run_1/pdn.png
Bar = 20 um. Pins as bars on the die edge.
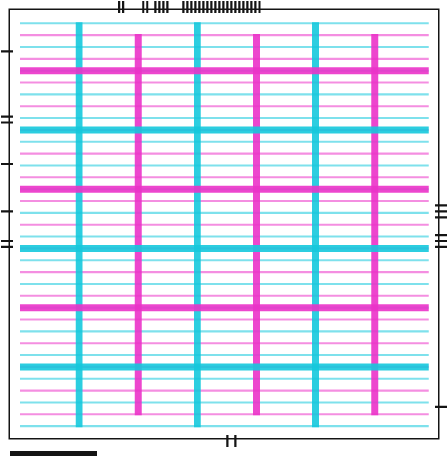
run_1/cell_classes.png
Bar = 20 um.
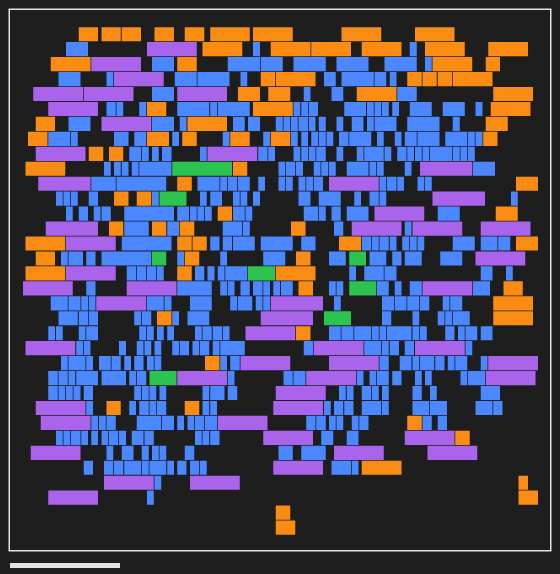
run_1/clock_map.png
Bar = 20 um.
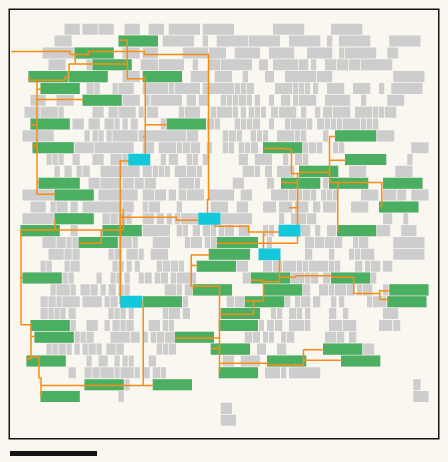
run_1/metal_stack.png
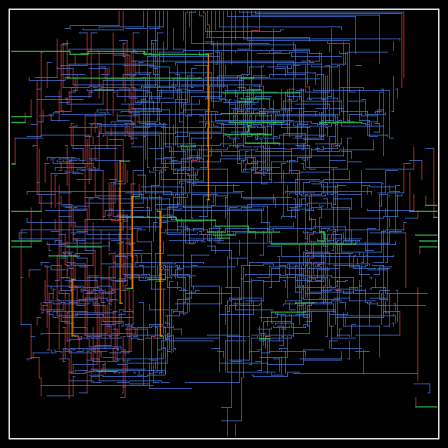
[src/rtl/na_seq_pkg.sv]
// ---------------------------------------------------------------------------
// na_seq_pkg
// Shared types and constants for the nucleic-acid extraction sequencer.
//   state_e : sub-state of the current reagent step (IDLE/FILL/INCUB/DRAIN)
//   phase_e : protocol phase encoding as driven on the phase output
//   PUMP_*  : peristaltic valve patterns p1..p3 (1 = valve open)
// ---------------------------------------------------------------------------
package na_seq_pkg;

  typedef enum logic [1:0] {
    ST_IDLE  = 2'd0,
    ST_FILL  = 2'd1,
    ST_INCUB = 2'd2,
    ST_DRAIN = 2'd3
  } state_e;

  typedef enum logic [1:0] {
    PH_IDLE  = 2'd0,
    PH_LYSIS = 2'd1,
    PH_WASH  = 2'd2,
    PH_ELUTE = 2'd3
  } phase_e;

  localparam logic [2:0] PUMP_OFF = 3'b000;
  localparam logic [2:0] PUMP_S0  = 3'b011;
  localparam logic [2:0] PUMP_S1  = 3'b110;
  localparam logic [2:0] PUMP_S2  = 3'b101;

  // Valve pattern for a given step of the three-step peristaltic cycle.
  function automatic logic [2:0] pump_pattern(input logic [1:0] idx);
    case (idx)
      2'd0:    return PUMP_S0;
      2'd1:    return PUMP_S1;
      default: return PUMP_S2;
    endcase
  endfunction

endpackage

[src/rtl/na_pump_driver.sv]
// ---------------------------------------------------------------------------
// na_pump_driver
// Step divider and pattern rotation for the 3-valve peristaltic pump.
// Each pattern is held STEP_CLKS clocks; three steps make one pump cycle.
//   clk, rst_n    : clock, asynchronous active-low reset
//   i_run         : count and drive the pattern; when low the pump is closed
//                   and the divider is held at the start of a cycle
//   i_restart     : next clock begins again at the first pattern step
//   o_pump[2:0]   : valve pattern p1..p3 (3'b000 when not running)
//   o_cycle_tick  : high on the last clock of each complete pump cycle
// ---------------------------------------------------------------------------
module na_pump_driver
  import na_seq_pkg::*;
#(
  parameter int STEP_CLKS = 1000,
  parameter int CNT_W     = 16
) (
  input  logic       clk,
  input  logic       rst_n,
  input  logic       i_run,
  input  logic       i_restart,
  output logic [2:0] o_pump,
  output logic       o_cycle_tick
);

  logic [CNT_W-1:0] r_step_cnt;
  logic [1:0]       r_step_idx;
  logic             w_step_last;

  assign w_step_last  = (r_step_cnt == CNT_W'(STEP_CLKS - 1));
  assign o_cycle_tick = i_run && w_step_last && (r_step_idx == 2'd2);
  assign o_pump       = i_run ? pump_pattern(r_step_idx) : PUMP_OFF;

  // NOTE: sequential state is written only with non-blocking assignments so
  // every flop samples the pre-edge values of its neighbours.
  always_ff @(posedge clk or negedge rst_n) begin
    if (!rst_n) begin
      r_step_cnt <= '0;
      r_step_idx <= 2'd0;
    end else if (!i_run || i_restart) begin
      r_step_cnt <= '0;
      r_step_idx <= 2'd0;
    end else if (w_step_last) begin
      r_step_cnt <= '0;
      r_step_idx <= (r_step_idx == 2'd2) ? 2'd0 : r_step_idx + 2'd1;
    end else begin
      r_step_cnt <= r_step_cnt + CNT_W'(1);
    end
  end

endmodule

[src/rtl/na_extract_sequencer.sv]
// ---------------------------------------------------------------------------
// na_extract_sequencer
// Protocol sequencer for an N_CH-channel nucleic-acid extraction array.
// Runs LYSIS -> WASH -> ELUTE over the enabled channels; every reagent step
// is FILL -> INCUBATE -> DRAIN, each sub-state lasting cyc*3*STEP_CLKS clocks.
// Elution drains one channel at a time into its collection outlet.
// All valve outputs: 1 = valve open. All outputs decode registered state.
//   clk, rst_n       : clock, asynchronous active-low reset
//   start            : begin protocol (honoured in IDLE only)
//   abort            : return to IDLE with every valve closed (beats start)
//   chan_en[N_CH]    : channel enable mask, captured on start
//   busy, done       : running flag, one-cycle completion pulse
//   phase[1:0]       : 0 idle, 1 lysis, 2 wash, 3 elute
//   lysis/wash/elute_ctl, loop_exit_ctl, bead_trap_ctl, waste_ctl : valves
//   vertical_ctl[N_CH], collection_ctl[N_CH] : per-channel valves
//   pump[2:0]        : peristaltic valves p1..p3
// Build option: define NA_SEQ_MIX_EN to run the pump (loop mixing) during
// INCUBATE; otherwise the pump is held closed there with identical timing.
// ---------------------------------------------------------------------------
module na_extract_sequencer
  import na_seq_pkg::*;
#(
  parameter int N_CH      = 9,
  parameter int STEP_CLKS = 1000,
  parameter int FILL_CYC  = 16,
  parameter int INCUB_CYC = 64,
  parameter int DRAIN_CYC = 16,
  parameter int CNT_W     = 16
) (
  input  logic            clk,
  input  logic            rst_n,
  input  logic            start,
  input  logic            abort,
  input  logic [N_CH-1:0] chan_en,
  output logic            busy,
  output logic            done,
  output logic [1:0]      phase,
  output logic            lysis_ctl,
  output logic            wash_ctl,
  output logic            elute_ctl,
  output logic [N_CH-1:0] vertical_ctl,
  output logic            loop_exit_ctl,
  output logic            bead_trap_ctl,
  output logic            waste_ctl,
  output logic [N_CH-1:0] collection_ctl,
  output logic [2:0]      pump
);

  localparam int CH_W = (N_CH > 1) ? $clog2(N_CH) : 1;

  state_e           r_state,   w_nxt_state;
  phase_e           r_phase,   w_nxt_phase;
  logic [N_CH-1:0]  r_mask,    w_nxt_mask;
  logic [CH_W-1:0]  r_chan,    w_nxt_chan;
  logic [CNT_W-1:0] r_cyc_cnt, w_nxt_cyc;
  logic             r_done,    w_nxt_done;

  logic             w_run;
  logic             w_advance;
  logic             w_tick;
  logic [2:0]       w_pump;
  logic [CNT_W-1:0] w_cyc_last;
  logic             w_sub_last;
  int               w_after;
  logic             w_nxt_found;
  logic [CH_W-1:0]  w_nxt_idx;
  logic [N_CH-1:0]  w_chan_onehot;

  assign w_run = (r_state != ST_IDLE);

  // The divider restarts on every sub-state entry (including the hop to the
  // next elution channel) so each sub-state opens on pattern 3'b011.
  na_pump_driver #(
    .STEP_CLKS (STEP_CLKS),
    .CNT_W     (CNT_W)
  ) u_pump (
    .clk          (clk),
    .rst_n        (rst_n),
    .i_run        (w_run),
    .i_restart    (w_advance),
    .o_pump       (w_pump),
    .o_cycle_tick (w_tick)
  );

  // Last pump-cycle index of the current sub-state.
  always_comb begin
    case (r_state)
      ST_FILL:  w_cyc_last = CNT_W'(FILL_CYC - 1);
      ST_INCUB: w_cyc_last = CNT_W'(INCUB_CYC - 1);
      default:  w_cyc_last = CNT_W'(DRAIN_CYC - 1);
    endcase
  end

  assign w_sub_last = w_tick && (r_cyc_cnt == w_cyc_last);

  // Next enabled channel strictly above w_after; entering DRAIN from INCUB
  // searches from -1, which yields the lowest enabled channel.
  assign w_after = (r_state == ST_DRAIN) ? int'(r_chan) : -1;

  always_comb begin
    w_nxt_found = 1'b0;
    w_nxt_idx   = '0;
    for (int i = N_CH - 1; i >= 0; i--) begin
      if (r_mask[i] && (i > w_after)) begin
        w_nxt_found = 1'b1;
        w_nxt_idx   = CH_W'(i);
      end
    end
  end

  // NOTE: every signal written in a combinational block gets a default at the
  // top, so no path leaves it unassigned and no latch is inferred.
  always_comb begin
    w_nxt_state = r_state;
    w_nxt_phase = r_phase;
    w_nxt_mask  = r_mask;
    w_nxt_chan  = r_chan;
    w_nxt_cyc   = r_cyc_cnt;
    w_nxt_done  = 1'b0;
    w_advance   = 1'b0;

    if (abort) begin
      w_nxt_state = ST_IDLE;
      w_nxt_phase = PH_IDLE;
      w_nxt_cyc   = '0;
    end else if (r_state == ST_IDLE) begin
      if (start) begin
        if (chan_en == '0) begin
          // Nothing to process: complete immediately without going busy.
          w_nxt_done = 1'b1;
        end else begin
          w_nxt_state = ST_FILL;
          w_nxt_phase = PH_LYSIS;
          w_nxt_mask  = chan_en;
          w_nxt_cyc   = '0;
        end
      end
    end else if (w_tick) begin
      if (w_sub_last) begin
        w_advance = 1'b1;
        w_nxt_cyc = '0;
        case (r_state)
          ST_FILL: w_nxt_state = ST_INCUB;
          ST_INCUB: begin
            w_nxt_state = ST_DRAIN;
            if (r_phase == PH_ELUTE) w_nxt_chan = w_nxt_idx;
          end
          ST_DRAIN: begin
            if (r_phase != PH_ELUTE) begin
              w_nxt_state = ST_FILL;
              w_nxt_phase = (r_phase == PH_LYSIS) ? PH_WASH : PH_ELUTE;
            end else if (w_nxt_found) begin
              w_nxt_chan = w_nxt_idx;
            end else begin
              w_nxt_state = ST_IDLE;
              w_nxt_phase = PH_IDLE;
              w_nxt_done  = 1'b1;
            end
          end
          default: w_nxt_state = ST_IDLE;
        endcase
      end else begin
        w_nxt_cyc = r_cyc_cnt + CNT_W'(1);
      end
    end
  end

  always_ff @(posedge clk or negedge rst_n) begin
    if (!rst_n) begin
      r_state   <= ST_IDLE;
      r_phase   <= PH_IDLE;
      r_mask    <= '0;
      r_chan    <= '0;
      r_cyc_cnt <= '0;
      r_done    <= 1'b0;
    end else begin
      r_state   <= w_nxt_state;
      r_phase   <= w_nxt_phase;
      r_mask    <= w_nxt_mask;
      r_chan    <= w_nxt_chan;
      r_cyc_cnt <= w_nxt_cyc;
      r_done    <= w_nxt_done;
    end
  end

  always_comb begin
    w_chan_onehot         = '0;
    w_chan_onehot[r_chan] = 1'b1;
  end

  assign busy  = w_run;
  assign done  = r_done;
  assign phase = r_phase;

  // Valve decode; IDLE leaves everything closed.
  always_comb begin
    lysis_ctl      = 1'b0;
    wash_ctl       = 1'b0;
    elute_ctl      = 1'b0;
    vertical_ctl   = '0;
    loop_exit_ctl  = 1'b0;
    bead_trap_ctl  = 1'b0;
    waste_ctl      = 1'b0;
    collection_ctl = '0;
    pump           = w_pump;
    case (r_state)
      ST_FILL: begin
        lysis_ctl    = (r_phase == PH_LYSIS);
        wash_ctl     = (r_phase == PH_WASH);
        elute_ctl    = (r_phase == PH_ELUTE);
        vertical_ctl = r_mask;
      end
      ST_INCUB: begin
        vertical_ctl  = r_mask;
        bead_trap_ctl = 1'b1;
`ifdef NA_SEQ_MIX_EN
        pump          = w_pump;
`else
        pump          = PUMP_OFF;
`endif
      end
      ST_DRAIN: begin
        if (r_phase == PH_ELUTE) begin
          collection_ctl = w_chan_onehot;
          vertical_ctl   = w_chan_onehot;
        end else begin
          loop_exit_ctl = 1'b1;
          waste_ctl     = 1'b1;
          vertical_ctl  = r_mask;
        end
      end
      default: pump = PUMP_OFF;
    endcase
  end

endmodule

[config.mk]
export PLATFORM = sky130hd
export DESIGN_NAME = na_extract_sequencer
export DESIGN_NICKNAME = d
export VERILOG_FILES = /design/src/rtl/na_seq_pkg.sv /design/src/rtl/na_pump_driver.sv /design/src/rtl/na_extract_sequencer.sv
export SDC_FILE = /design/constraint.sdc
export NUM_CORES = 1
export LEC_CHECK = 0
export ABC_AREA = 1
export CAP_MARGIN = 10
export CORE_MARGIN = 2
export CORE_UTILIZATION = 40
export CTS_BUF_LIST = sky130_fd_sc_hd__clkbuf_2 sky130_fd_sc_hd__clkbuf_4 sky130_fd_sc_hd__clkbuf_8
export DETAILED_ROUTE_END_ITERATION = 6
export PLACE_DENSITY = 0.61
export SYNTH_ARGS = -nofsm -noshare
export SYNTH_HDL_FRONTEND = slang
export SYNTH_SLANG_ARGS = --single-unit
[constraint.sdc]
create_clock -name clk -period 2.3 [get_ports clk]
set_clock_uncertainty 0.1 [all_clocks]
set_input_delay 0.46 -clock clk [delete_from_list [all_inputs] [get_ports clk]]
set_output_delay 0.46 -clock clk [all_outputs]
set_load 0.05 [all_outputs]
==> results.toml, run 1 <==
# implementation run metrics
[synthesis]
synthArstFlopShare_pct = 100
synthCells = 488
edf_count = 0
ys_types = 38
netlist_area_um2 = 3550
yosysSeqAreaShare_pct = 36.6
synth_warnings = 0
avgSynthCellArea_um2 = 7.28

[cells_and_area]
largestRegisters = "r_cyc_cnt: 16 flops, u_pump.r_step_cnt: 16 flops, r_mask: 9 flops"
lay_top_cells = "95 x nand2_1, 52 x inv_1, 52 x nor2_1"
final_nets = 589
area_growth_syn_to_layout_pct = 42.7
drive_gt1_share_pct = 32.9
n_antenna_cell = 0

[sta]
setup_viol = 8
post-route-period-util_pct = 102
fin_crit_ns = 2.34
worst_slack_ns = -0.0355

[grt]
use_met3_pct = 2.65
grt_overflow = 0
grtUsageMet1_pct = 30.8
grt_max_degree = 26
antenna_found_initial = 0
grt_pass1_wl_um = 15700
met2_usage_pct = 29.9

[critical_path]
worstRegToRegCells = 13
crit_path_start = "r_state[1]"
crit_path_end_kind = "output port"
cp-endpoint = "vertical_ctl[0]"
r2r_slack_ns = 0.13
path_class = "flip-flop to output port"
arrival_ns = 1.78
r2r-end = "r_state[1]"
crit_fanout = 4

[min_path]
holdCritPathClass = "flip-flop to flip-flop"
hp-start = "u_pump.r_step_cnt[0]"
min_path_cells = 1

[pwr]
top_power_group = "combinational logic"
swShare_pct = 44.3
combPwrFrac_pct = 56.2
power.internal_uw = 2390
p_sw_uw = 1900

[die]
row_count = 34

[clocking]
path_clk_slew_ns = 0.10
root_buffer = "clkbuf_8"
numCtsBuffers = 5
cts_hold_buf = 1
cts_setup_buffers = 6
clock_sinks = 52

[placed_design]
place_ws_ns = -0.0473
dp_hpwl_um = 7510
gp_congestion = 0.916

[status]
outcome = "finished with violations"
violations = "setup timing"

[routing]
wl_met1_um = 4840
drt_iter0_markers = 157
firstDrtPassIters = 5

[job]
warnings = 34
-- pdn.png (at the start) --
- magenta: VDD
- cyan: VSS
- met1 rails: 35
- met4 straps: 6
Die Ht: 98.3 um
die width: 98.3 um
core area: 8680 um2
maximum vdd ir drop: 0.599 mV

-- cell_classes.png (at the start) --
- purple: flip-flops (cells 52; share of their area 27%)
- blue: all other logic (cells 427; share of their area 51%)
- orange: other buffers and delay cells (cells 82; share of their area 20%)
- green: clock drivers and dummy loads (cells 8; share of their area 2.3%)

-- clock_map.png (at the start) --
- orange: clock wires (length 674 um)
- cyan: cells driving clock nets (count 5)
- green: flip-flops (count 52)
- flops lie: spread over the die
P_clk: 648 uW
clock power share: 15.1%
worst skew pair latency: 0.31 ns

-- metal_stack.png (at the start) --
- orange: met4 (wire length 129 um)
- blue: met1 (wire length 4840 um)
- green: met3 (wire length 343 um)
- red: met2 (wire length 4260 um)
routed len/inst: 14.1 um
Routed WL: 9560 um
GRT Total Usage: 20.0%
routed vias: 3493

## run 1: Yosys cell counts (3+ instances only)
cell	number
nand2_1	102
inv_1	67
nor2_1	66
dfrtp_1	52
nand3_1	39
a21oi_1	19
nor3_1	16
o21ai_0	16
nor2_2	13
nand4_1	11
xor2_1	11
ha_1	8
mux2_2	8
inv_2	7
nor4_1	5
nand2_2	4
nand2_4	4
nand3_2	4
o21ai_1	4
nor2_4	3
nor3b_1	3
nor4_2	3
## run 1: cell type report
cell class	count	area (um2)
Multi-Input combinational cell	353	2220
Sequential cell	52	1310
Fill cell	773	3610
Timing Repair Buffer	82	1010
Inverter	74	289
Clock inverter	3	46.3
Clock buffer	5	68.8
Tap cell	108	135
## run 1: metrics by stage
step | hold slack (ns) | total power (uW) | cell area [um2] | util, %
final | 0.408 | 4290 | 5070 | 58.4
after global routing | 0.430 | 4530 | 5070 | 58.4
after CTS | 0.409 | 4200 | 4970 | 57.3
after detailed placement | 0.245 | 3350 | 4720 | 54.4
after global placement | 0.242 | 3320 | 4720 | 54.4
after floorplan | 0.0644 | 2550 | 3760 | -
## run 1: worst max-delay path, cell delays in order, from the launching register on
cell and delay [ns]:
dfrtp_2 0.42, ha_4 0.16, inv_4 0.05, nor2_4 0.12, inv_2 0.07, nor2_4 0.10
inv_4 0.07, nor2_4 0.12, inv_2 0.06, a21oi_4 0.14, buf_12 0.15
## run 1: logic make-up (layout without fill, tap and decap cells)
family / after synthesis / in the layout / share of synthesized area, %
mux: 8 / 8 / 2.54
compound gates: 46 / 46 / 7.29
flops: 52 / 52 / 36.6
simple gates: 278 / 278 / 37.8
xor+xnor: 13 / 13 / 3.20
fa+ha+maj: 8 / 8 / 2.82
buf+inv: 83 / 164 / 9.72
==> run 2, diff against run 1 <==
--- a/config.mk
+++ b/config.mk
@@ -12,6 +12,7 @@
 export CTS_BUF_LIST = sky130_fd_sc_hd__clkbuf_2 sky130_fd_sc_hd__clkbuf_4 sky130_fd_sc_hd__clkbuf_8
 export DETAILED_ROUTE_END_ITERATION = 6
 export PLACE_DENSITY = 0.61
+export SLEW_MARGIN = 20
 export SYNTH_ARGS = -nofsm -noshare
 export SYNTH_HDL_FRONTEND = slang
 export SYNTH_SLANG_ARGS = --single-unit
run_2/final_congestion.png
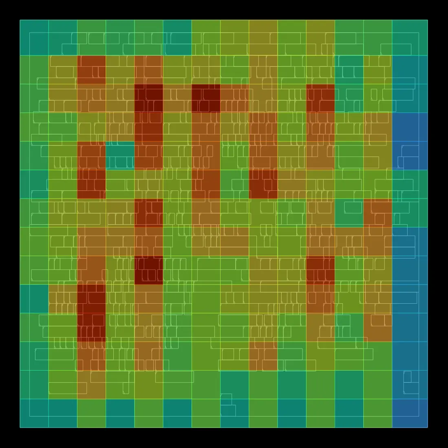
GR peak layer: met1
GR Util met1: 30.8%
met3 Resource Use GR: 2.65%

run_2/pdn.png
Bar = 20 um. Pins as bars on the die edge.
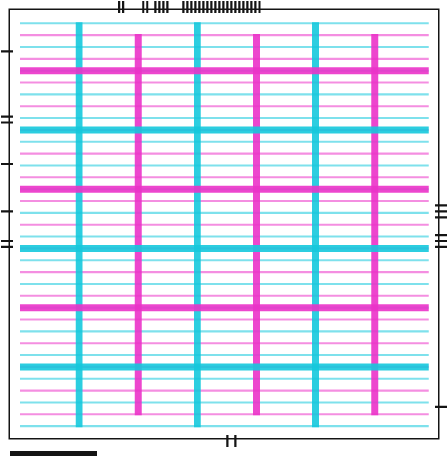
- magenta: VDD
- cyan: VSS
- met1 rails: 35
- met4 straps: 6
- signal pins: 44

==> results.toml, run 2 <==
# implementation run metrics
[status]
outcome = "finished with violations"
violations = "setup timing"

[die]
core_region_area_um2 = 8680
floorplan.core_util_pct = 40.9
die_h_um = 98.3
row_count = 34
die_x_um = 98.3
die_area_um2 = 9650

[synthesis]
top_cells_by_count = "102 x nand2_1, 67 x inv_1, 66 x nor2_1"
yosysSeqAreaShare_pct = 36.6
yosys.area.top_type = "dfrtp_1"
ys_types = 38
fp_nets = 509
synthCells = 488
netlist_area_um2 = 3550
synth.yosys.num_cells = 488
synthArstFlopShare_pct = 100
synth_warnings = 0
synth_flops = 52
top_cell_area_share_pct = 36.6
avgSynthCellArea_um2 = 7.28
top_cells_by_area = "dfrtp_1 37%, nand2_1 11%, inv_1 7.1%"
yosysMostFrequentCell = "nand2_1"
edf_count = 0

[sta]
fin_crit_ns = 2.34
post-route-period-util_pct = 102
whs_ns = 0.408
worst_slack_ns = -0.0355
setup_viol = 8

[placed_design]
place_ws_ns = -0.0473
postPlaceCellArea_um2 = 4720
gp_congestion = 0.916
dp_hpwl_um = 7510

[cells_and_area]
final_nets = 589
area_growth_syn_to_layout_pct = 42.7
n_antenna_cell = 0
largestRegisters = "r_cyc_cnt: 16 flops, u_pump.r_step_cnt: 16 flops, r_mask: 9 flops"
final_util_pct = 58.4
drive_gt1_share_pct = 32.9
lay_top_cells = "95 x nand2_1, 52 x inv_1, 52 x nor2_1"
fin_area_um2 = 5070
fillers = 773

[grt]
grt_max_degree = 26
grt_overflow = 0
groute.usage.overall_pct = 20.0
antenna_found_initial = 0
grt_pass1_wl_um = 15700

[critical_path]
cp_top_family = "flip-flops"
crit_chain = "ha_4 > inv_4 > nor2_4 > inv_2 > nor2_4 > inv_4 > nor2_4 > inv_2 > a21oi_4 > buf_12"
crit_fanout = 4
arrival_ns = 1.78
critPathMaxStageDelay_ns = 0.42
cp_num_buf_inv = 5
path_class = "flip-flop to output port"
crit_path_end_kind = "output port"
critPathMostFrequentCell = "nor2_4"
crit_path_top_delay_cell = "dfrtp_2"

[clocking]
cts_htree_levels = 2
clock_latency_ns = 0.31
root_buffer = "clkbuf_8"
numCtsBuffers = 5
clock_sinks = 52
path_clk_slew_ns = 0.10

[pwr]
total_power_uw = 4290
powerDensity_nw_per_um2 = 846
p_sw_uw = 1900
p_leak_uw = 0.00216
clkPwrFrac_pct = 15.1
irDropWorstVdd_mv = 0.599
power.internal_uw = 2390
swShare_pct = 44.3
combPwrFrac_pct = 56.2

[routing]
firstDrtPassIters = 5
post_drt_wl_per_cell_um = 14.1
met2_length_um = 4260
finalWirelength_um = 9560
vias = 3493
route.detailed.drc = 0
drt_iter0_markers = 157
wl_met1_um = 4840

[min_path]
holdCritPathClass = "flip-flop to flip-flop"

[job]
warnings = 34
## run 2: metal layers
metal	vias up	track usage, %
li1	1728	-
met4	0	4.64
met1	1674	30.8
met3	11	2.65
met2	80	29.9
met5	-	0
## run 2: cell type report
type	instances	area, um2	area share, %
clock buffers	5	68.8	1.36
well taps	108	135	2.67
multi-input cells	353	2220	43.7
flip-flops and latches	52	1310	25.8
clock inverters	3	46.3	0.913
inverters	74	289	5.70
repair buffers	82	1010	19.8
## run 2: logic make-up after synthesis
logic type | count (synthesis) | share of synthesized area, %
flops | 52 | 36.6
xor+xnor | 13 | 3.20
simple gates | 278 | 37.8
compound gates | 46 | 7.29
fa+ha+maj | 8 | 2.82
mux | 8 | 2.54
buf+inv | 83 | 9.72
## run 2: power groups by stage
stage               registers [uW]  clock network, uW  logic, uW
detailed placement            1220                  0       2130
finish                        1230                648       2410
floorplan                     1220                  0       1330
global route                  1240                709       2580
CTS                           1220                677       2310
global placement              1220                  0       2100
## run 2: path summary, 6_finish.rpt
kind                                       from                    to  slack (ns)  depth (start not counted)
min reg2reg                u_pump.r_step_cnt[0]  u_pump.r_step_cnt[0]        0.41                          1
max reg2reg                          r_state[1]            r_state[1]        0.13                         13
max                                  r_state[1]       vertical_ctl[0]       -0.04                         10
min                        u_pump.r_step_cnt[0]  u_pump.r_step_cnt[0]        0.41                          1
max in group asynchronous                 rst_n             r_chan[1]        1.10                          3
min in group asynchronous                 rst_n  u_pump.r_step_cnt[8]        0.43                          2
## run 2: what timing repair did
item                                   CTS  global route
cloned                                   1             0
pin swaps                               18             7
endpoints found under the hold margin    7             0
setup endpoints to repair               20            28
hold buffers                             1             0
buffers inserted                         6             2
resized                                 26            16
Power is estimated from default activity; no workload was simulated.
